### src/rtl/rotor_if.sv
// Bus bundle for one rotor stage: load/step control, the two letter paths,
// and the position/turnover status seen by the stepping controller.
interface rotor_if;
    logic       load_en;
    logic [4:0] load_pos;
    logic [4:0] load_ring;
    logic       step_in;
    logic       fwd_valid_in;
    logic [4:0] fwd_in;
    logic       inv_valid_in;
    logic [4:0] inv_in;
    logic       fwd_valid_out;
    logic [4:0] fwd_out;
    logic       inv_valid_out;
    logic [4:0] inv_out;
    logic       err;
    logic [4:0] pos;
    logic       at_notch;
    logic       carry_out;

    modport master (
        output load_en, load_pos, load_ring, step_in,
               fwd_valid_in, fwd_in, inv_valid_in, inv_in,
        input  fwd_valid_out, fwd_out, inv_valid_out, inv_out,
               err, pos, at_notch, carry_out
    );

    modport slave (
        input  load_en, load_pos, load_ring, step_in,
               fwd_valid_in, fwd_in, inv_valid_in, inv_in,
        output fwd_valid_out, fwd_out, inv_valid_out, inv_out,
               err, pos, at_notch, carry_out
    );
endinterface

### src/rtl/rotor_stage.sv
// Enigma rotor stage: registered forward and inverse substitution paths
// sharing one rotor position/ring state, plus stepping and turnover.
module rotor_stage #(
    parameter int ROTOR_SEL = 1,
    parameter int INIT_POS  = 0,
    parameter int INIT_RING = 0
) (
    input  logic   clk,
    input  logic   rst_n,
    rotor_if.slave bus
);
    typedef logic [25:0][4:0] table_t;

    if (ROTOR_SEL < 1 || ROTOR_SEL > 5) begin : g_bad_sel
        $error("rotor_stage: ROTOR_SEL must be 1..5");
    end

    // Wiring strings hold one ASCII letter per contact, contact 0 in the MSB byte.
    function automatic table_t build_fwd(input int sel);
        logic [26*8-1:0] s;
        table_t          t;
        case (sel)
            1:       s = "EKMFLGDQVZNTOWYHXPRCSUAIBJ";
            2:       s = "AJDKSIRUXBLHWTMCQGZNPYFVOE";
            3:       s = "BDFHJLCPRTXVZNYEIWGAKMUSQO";
            4:       s = "ESOVPZJAYQUIRHXLNFTGKDCMWB";
            5:       s = "VZBRGITYUPSDNHLXAWMKFQOCJE";
            default: s = "ABCDEFGHIJKLMNOPQRSTUVWXYZ";
        endcase
        for (int i = 0; i < 26; i++) t[i] = 5'(s[(25-i)*8 +: 8] - 8'd65);
        return t;
    endfunction

    function automatic table_t build_inv(input table_t f);
        table_t t;
        t = '0;
        for (int i = 0; i < 26; i++) t[f[i]] = 5'(i);
        return t;
    endfunction

    function automatic logic [4:0] notch_of(input int sel);
        case (sel)
            1:       return 5'd16;
            2:       return 5'd4;
            3:       return 5'd21;
            4:       return 5'd9;
            default: return 5'd25;
        endcase
    endfunction

    localparam table_t     FWD   = build_fwd(ROTOR_SEL);
    localparam table_t     INV   = build_inv(FWD);
    localparam logic [4:0] NOTCH = notch_of(ROTOR_SEL);

    // Offset-in / table / offset-out substitution; every step stays below 52.
    function automatic logic [4:0] map_letter(input table_t w, input logic [4:0] l,
                                              input logic [5:0] s);
        logic [5:0] idx;
        logic [5:0] wv;
        logic [5:0] o;
        idx = {1'b0, l} - 6'd1 + s;
        if (idx >= 6'd26) idx = idx - 6'd26;
        wv = {1'b0, w[idx[4:0]]};
        o  = (wv >= s) ? wv - s : wv + 6'd26 - s;
        return o[4:0] + 5'd1;
    endfunction

    function automatic logic in_range(input logic [4:0] l);
        return (l >= 5'd1) && (l <= 5'd26);
    endfunction

    function automatic logic [4:0] mod26(input logic [4:0] v);
        return (v > 5'd25) ? v - 5'd26 : v;
    endfunction

    logic [4:0] pos_r, ring_r, nxt_pos, nxt_ring;
    logic       at_notch_r, carry_r, nxt_carry;
    logic       fwd_v_r, inv_v_r, err_r;
    logic [4:0] fwd_r, inv_r;
    logic [5:0] shift;
    logic       fwd_ok, inv_ok;

    // Rotor offset seen by the datapath this cycle (pre-step, pre-load).
    always_comb begin
        shift  = (pos_r >= ring_r) ? {1'b0, pos_r} - {1'b0, ring_r}
                                   : {1'b0, pos_r} + 6'd26 - {1'b0, ring_r};
        fwd_ok = in_range(bus.fwd_in);
        inv_ok = in_range(bus.inv_in);
    end

    // Letter pipelines: one-cycle registered result; data holds while idle.
    always_ff @(posedge clk) begin
        // NOTE: non-blocking assignments keep every register sampling pre-edge values.
        if (!rst_n) begin
            fwd_v_r <= 1'b0;
            inv_v_r <= 1'b0;
            fwd_r   <= '0;
            inv_r   <= '0;
            err_r   <= 1'b0;
        end else begin
            fwd_v_r <= bus.fwd_valid_in;
            inv_v_r <= bus.inv_valid_in;
            if (bus.fwd_valid_in) fwd_r <= fwd_ok ? map_letter(FWD, bus.fwd_in, shift) : 5'd0;
            if (bus.inv_valid_in) inv_r <= inv_ok ? map_letter(INV, bus.inv_in, shift) : 5'd0;
            err_r <= (bus.fwd_valid_in && !fwd_ok) || (bus.inv_valid_in && !inv_ok);
        end
    end

    // Next rotor state: load beats step, step beats hold.
    always_comb begin
        // NOTE: defaults first so every path assigns every output and no latch is inferred.
        nxt_pos   = pos_r;
        nxt_ring  = ring_r;
        nxt_carry = 1'b0;
        if (bus.load_en) begin
            nxt_pos  = mod26(bus.load_pos);
            nxt_ring = mod26(bus.load_ring);
        end else if (bus.step_in) begin
            nxt_pos   = (pos_r == 5'd25) ? 5'd0 : pos_r + 5'd1;
            nxt_carry = (pos_r == NOTCH);
        end
    end

    // Rotor state register; at_notch tracks the registered position.
    always_ff @(posedge clk) begin
        if (!rst_n) begin
            pos_r      <= 5'(INIT_POS);
            ring_r     <= 5'(INIT_RING);
            at_notch_r <= (5'(INIT_POS) == NOTCH);
            carry_r    <= 1'b0;
        end else begin
            pos_r      <= nxt_pos;
            ring_r     <= nxt_ring;
            at_notch_r <= (nxt_pos == NOTCH);
            carry_r    <= nxt_carry;
        end
    end

    assign bus.fwd_valid_out = fwd_v_r;
    assign bus.fwd_out       = fwd_r;
    assign bus.inv_valid_out = inv_v_r;
    assign bus.inv_out       = inv_r;
    assign bus.err           = err_r;
    assign bus.pos           = pos_r;
    assign bus.at_notch      = at_notch_r;
    assign bus.carry_out     = carry_r;
endmodule
### src/flat_wrapper.sv
// flat-port wrapper written by rule: the top's interface ports become plain ports
module rotor_stage_flat 
#(
    parameter int ROTOR_SEL = 1,
    parameter int INIT_POS  = 0,
    parameter int INIT_RING = 0
)
  (clk, rst_n, bus_load_en, bus_load_pos, bus_load_ring, bus_step_in, bus_fwd_valid_in, bus_fwd_in, bus_inv_valid_in, bus_inv_in, bus_fwd_valid_out, bus_fwd_out, bus_inv_valid_out, bus_inv_out, bus_err, bus_pos, bus_at_notch, bus_carry_out);
  rotor_if bus_i ();
  input  logic clk;
  input  logic rst_n;
  input wire logic [$bits(bus_i.load_en)-1:0] bus_load_en;
  input wire logic [$bits(bus_i.load_pos)-1:0] bus_load_pos;
  input wire logic [$bits(bus_i.load_ring)-1:0] bus_load_ring;
  input wire logic [$bits(bus_i.step_in)-1:0] bus_step_in;
  input wire logic [$bits(bus_i.fwd_valid_in)-1:0] bus_fwd_valid_in;
  input wire logic [$bits(bus_i.fwd_in)-1:0] bus_fwd_in;
  input wire logic [$bits(bus_i.inv_valid_in)-1:0] bus_inv_valid_in;
  input wire logic [$bits(bus_i.inv_in)-1:0] bus_inv_in;
  output wire logic [$bits(bus_i.fwd_valid_out)-1:0] bus_fwd_valid_out;
  output wire logic [$bits(bus_i.fwd_out)-1:0] bus_fwd_out;
  output wire logic [$bits(bus_i.inv_valid_out)-1:0] bus_inv_valid_out;
  output wire logic [$bits(bus_i.inv_out)-1:0] bus_inv_out;
  output wire logic [$bits(bus_i.err)-1:0] bus_err;
  output wire logic [$bits(bus_i.pos)-1:0] bus_pos;
  output wire logic [$bits(bus_i.at_notch)-1:0] bus_at_notch;
  output wire logic [$bits(bus_i.carry_out)-1:0] bus_carry_out;
  assign bus_i.load_en = bus_load_en;
  assign bus_i.load_pos = bus_load_pos;
  assign bus_i.load_ring = bus_load_ring;
  assign bus_i.step_in = bus_step_in;
  assign bus_i.fwd_valid_in = bus_fwd_valid_in;
  assign bus_i.fwd_in = bus_fwd_in;
  assign bus_i.inv_valid_in = bus_inv_valid_in;
  assign bus_i.inv_in = bus_inv_in;
  assign bus_fwd_valid_out = bus_i.fwd_valid_out;
  assign bus_fwd_out = bus_i.fwd_out;
  assign bus_inv_valid_out = bus_i.inv_valid_out;
  assign bus_inv_out = bus_i.inv_out;
  assign bus_err = bus_i.err;
  assign bus_pos = bus_i.pos;
  assign bus_at_notch = bus_i.at_notch;
  assign bus_carry_out = bus_i.carry_out;
  rotor_stage #(.ROTOR_SEL(ROTOR_SEL), .INIT_POS(INIT_POS), .INIT_RING(INIT_RING)) u_core (.clk(clk), .rst_n(rst_n), .bus(bus_i));
endmodule
### config.mk
export PLATFORM = sky130hd
export DESIGN_NAME = rotor_stage_flat
export DESIGN_NICKNAME = d
export VERILOG_FILES = /design/src/rtl/rotor_if.sv /design/src/rtl/rotor_stage.sv /design/src/flat_wrapper.sv
export SDC_FILE = /design/constraint.sdc
export NUM_CORES = 1
export LEC_CHECK = 0
export CAP_MARGIN = 20
export CORE_ASPECT_RATIO = 0.9
export CORE_UTILIZATION = 35
export DETAILED_ROUTE_END_ITERATION = 6
export REMOVE_ABC_BUFFERS = 1
export SYNTH_ARGS = -nofsm -noshare
export SYNTH_HDL_FRONTEND = slang
export SYNTH_SLANG_ARGS = --single-unit
### constraint.sdc
create_clock -name clk -period 17.4 [get_ports clk]
set_input_delay 2.61 -clock clk [delete_from_list [all_inputs] [get_ports clk]]
set_output_delay 2.61 -clock clk [all_outputs]
set_load 0.02 [all_outputs]
==> impl_metrics.ini, run 1 <==
; physical design summary
[synth]
synth-seq-cells = 25
netlist_area_sq_mm = 0.00433
top_cell = inv_1
yosysTopAreaCellShare_pct = 19.6
topCellsByArea = ha_1, dfxtp_1, inv_1

[flow_run]
drv_cap = 0

[die]
row_count = 38
tapCellCount = 160
ios = 46

[drt]
post_drt_wl_per_cell_microns = 14.1
top_layer = met4
dr.pass1.iters = 5
wl_met2_microns = 5010
wl_microns = 10600
routed-via-count = 4018

[critical_path]
worstSetupEndpointType = register
r2r_cells = 32
worstPathArrival_ns = 9.30
cpMaxStageDelayCell = xnor2_1
cp-startpoint = bus_fwd_in[1]
cp_max_fo = 14
cp_slowest_stage_delay_ns = 0.77

[cells_and_area]
clock_buffers = 4
comb_share_pct = 70.0
fin_nets = 700
clockNetworkAreaShare_pct = 1.57
logic_gate_count = 447
dominant_cells = logic gates

[clock_network]
cts_resized = 0
cts.sinks = 25
cts_root_buf = clkbuf_16
cts_tree = done

[place]
place_inst = 750
portBuffers = 45
hpwl_microns = 8620
gp_congestion = 0.875

[min_path]
holdPathStages = 2

[grt]
top_usage_layer = met2
grt_pass1_wl_microns = 18000

[sta]
worstMarginPinSlew_ns = 1.02
final.setup.tns_ns = 0

[outcome]
status = finished, final reports clean
Run 1, signal metal coverage by tile:
Scale: 3 px per micron. The die is cut into 24 by 22 equal tiles; dark purple is low, yellow is high, scaled to the fullest tile. Values are wire area over tile area, all layers added.
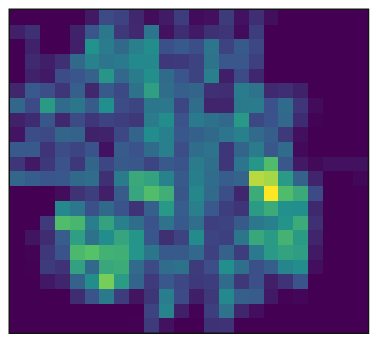
The densest ninth of the die: center. The emptiest ninth of the die: north-east. The mean over all tiles is 0.13. 8.9% of the tiles are over half the peak. The fullest tile reaches 0.60.

Run 1, clock nets:
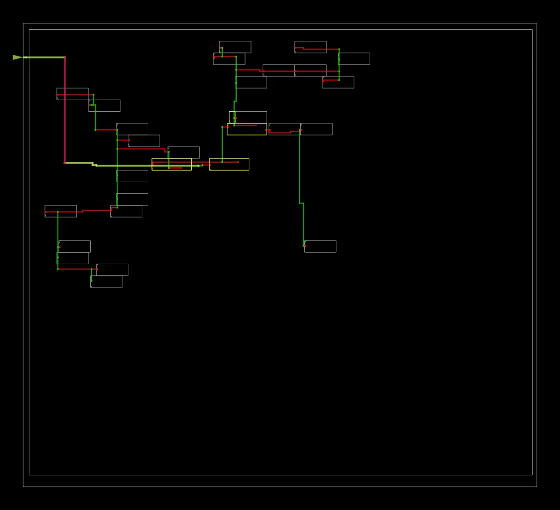
seq_cells: 25

Run 1, cells by drive strength:
Scale: 2 px per micron.
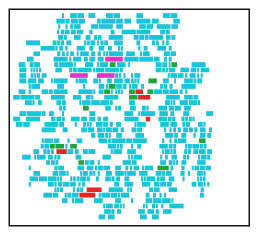
Key: cyan = _0 and _1 cells [cells 570, share 96%]; magenta = _6 and larger [cells 3, share 0.51%]; red = _3 and _4 cells [cells 6, share 1.0%]; green = _2 cells [cells 15, share 2.5%]
Non-CTS buffers: 46
post-route setup slack: 8.25 ns
post-route cell area: 0.00503 sq mm

Run 1, M3 wires:
Scale: 3 px per micron. Cells faint in the background.
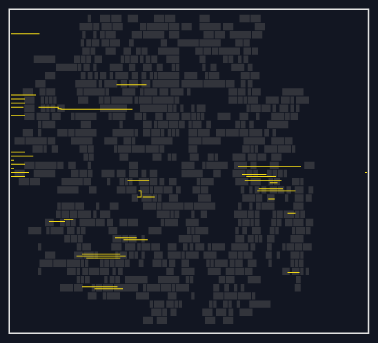
36 nets have wire on it. The longest straight run is 23.7 microns. The wires run mostly horizontal.

Run 1, placed cells, one color a class:
Scale: 4 px per micron.
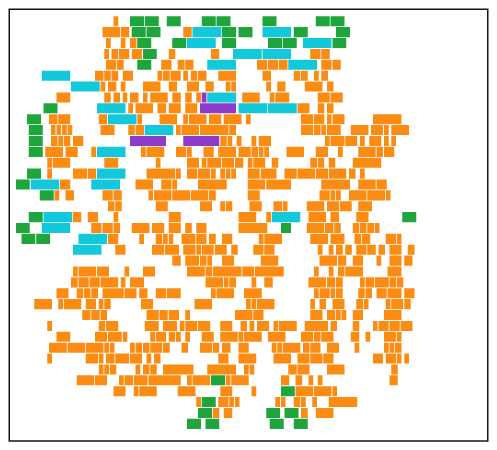

==> run 2: changes to the inputs <==
==> constraint.sdc (replaced) <==
create_clock -name clk -period 9.2 [get_ports clk]
set_input_delay 1.38 -clock clk [delete_from_list [all_inputs] [get_ports clk]]
set_output_delay 1.38 -clock clk [all_outputs]
set_load 0.02 [all_outputs]
Run 2, placed cells, one color a class:
Scale: 4 px per micron.
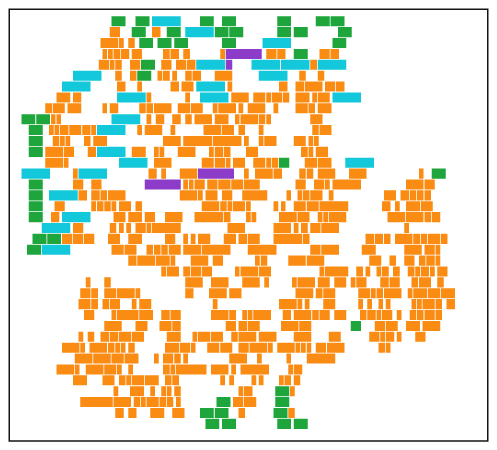
Key: orange = combinational and other logic [cells 519, share of their area 78%]; green = other buffers and delay cells [cells 47, share of their area 9.6%]; purple = clock drivers and dummy loads [cells 4, share of their area 1.7%]; cyan = flops [cells 25, share of their area 10%]
# rows: 38
CORE AREA: 0.0121 sq mm
final design utilization: 41.7%
post-route cell area: 0.00503 sq mm

Run 2, clock nets:
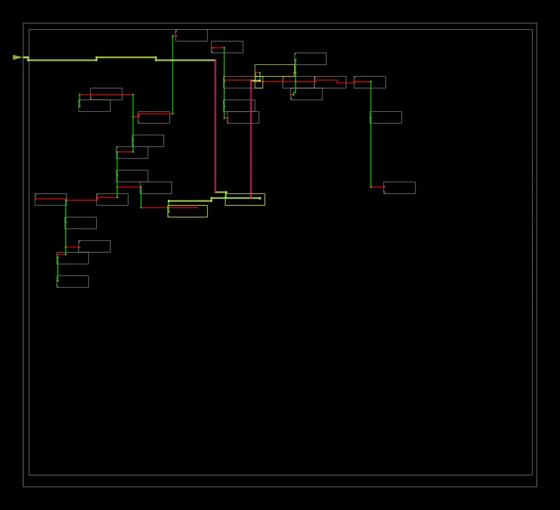
clkbuf count: 3
CTS Sinks: 25
Insertion Delay late pin: 0.26 ns

Run 2, signal metal coverage by tile:
Scale: 3 px per micron. The die is cut into 24 by 22 equal tiles; dark purple is low, yellow is high, scaled to the fullest tile. Values are wire area over tile area, all layers added.
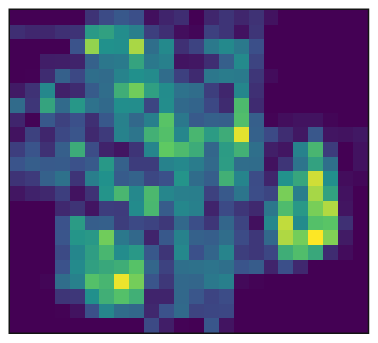
Via Count: 4026
final wirelength: 10600 microns
total track usage: 17.0%

==> run 2 against run 1 <==
  * Clock skew grew 0.0057 ns
  * Synthesized cell count unchanged
  * Flip-flop count unchanged
  * Cell count grew 0.13%
  * Final area is 0.17% higher
  * Critical path type is now register to register
==> impl_metrics.ini, run 2 <==
; physical design summary
[clock_network]
cts_tree = done
cts_root_buf = clkbuf_16
cts_resized = 0

[synth]
top_cell = inv_1
ys.flop_type = dfxtp_1
topCellsByArea = ha_1, dfxtp_1, inv_1
ys_sh_mux_pct = 4.10
synth-seq-cells = 25
yosys.area_share.xor_xnor_pct = 9.47

[min_path]
holdPathStages = 2
hp-start = u_core.bus.fwd_out[3]

[cells_and_area]
fin_nets = 701
comb_share_pct = 69.9
clockNetworkAreaShare_pct = 1.59
flop-count = 25
dominant_cells = logic gates
buffers_excl_clock = 47

[sta]
fin_ws_ns = 0.912
final.setup.tns_ns = 0
worstMarginPinSlew_ns = 1.02

[critical_path]
cp_slowest_stage_delay_ns = 0.82
r2r_cells = 32
cpMaxStageDelayCell = xnor2_1
worstSetupEndpointType = register
cp_max_fo = 14
worstPathArrival_ns = 8.44
cp-startpoint = u_core.bus.pos[0]

[drt]
dr.pass1.iters = 5
top_layer = met4

[place]
gp_congestion = 0.880
portBuffers = 45
place_area_sq_mm = 0.00495
hpwl_microns = 8670

[grt]
top_usage_layer = met2
grt_pass1_wl_microns = 18000

[die]
dieArea_sq_mm = 0.0128
ios = 46

[flow_run]
drv_cap = 0

[outcome]
status = finished, final reports clean
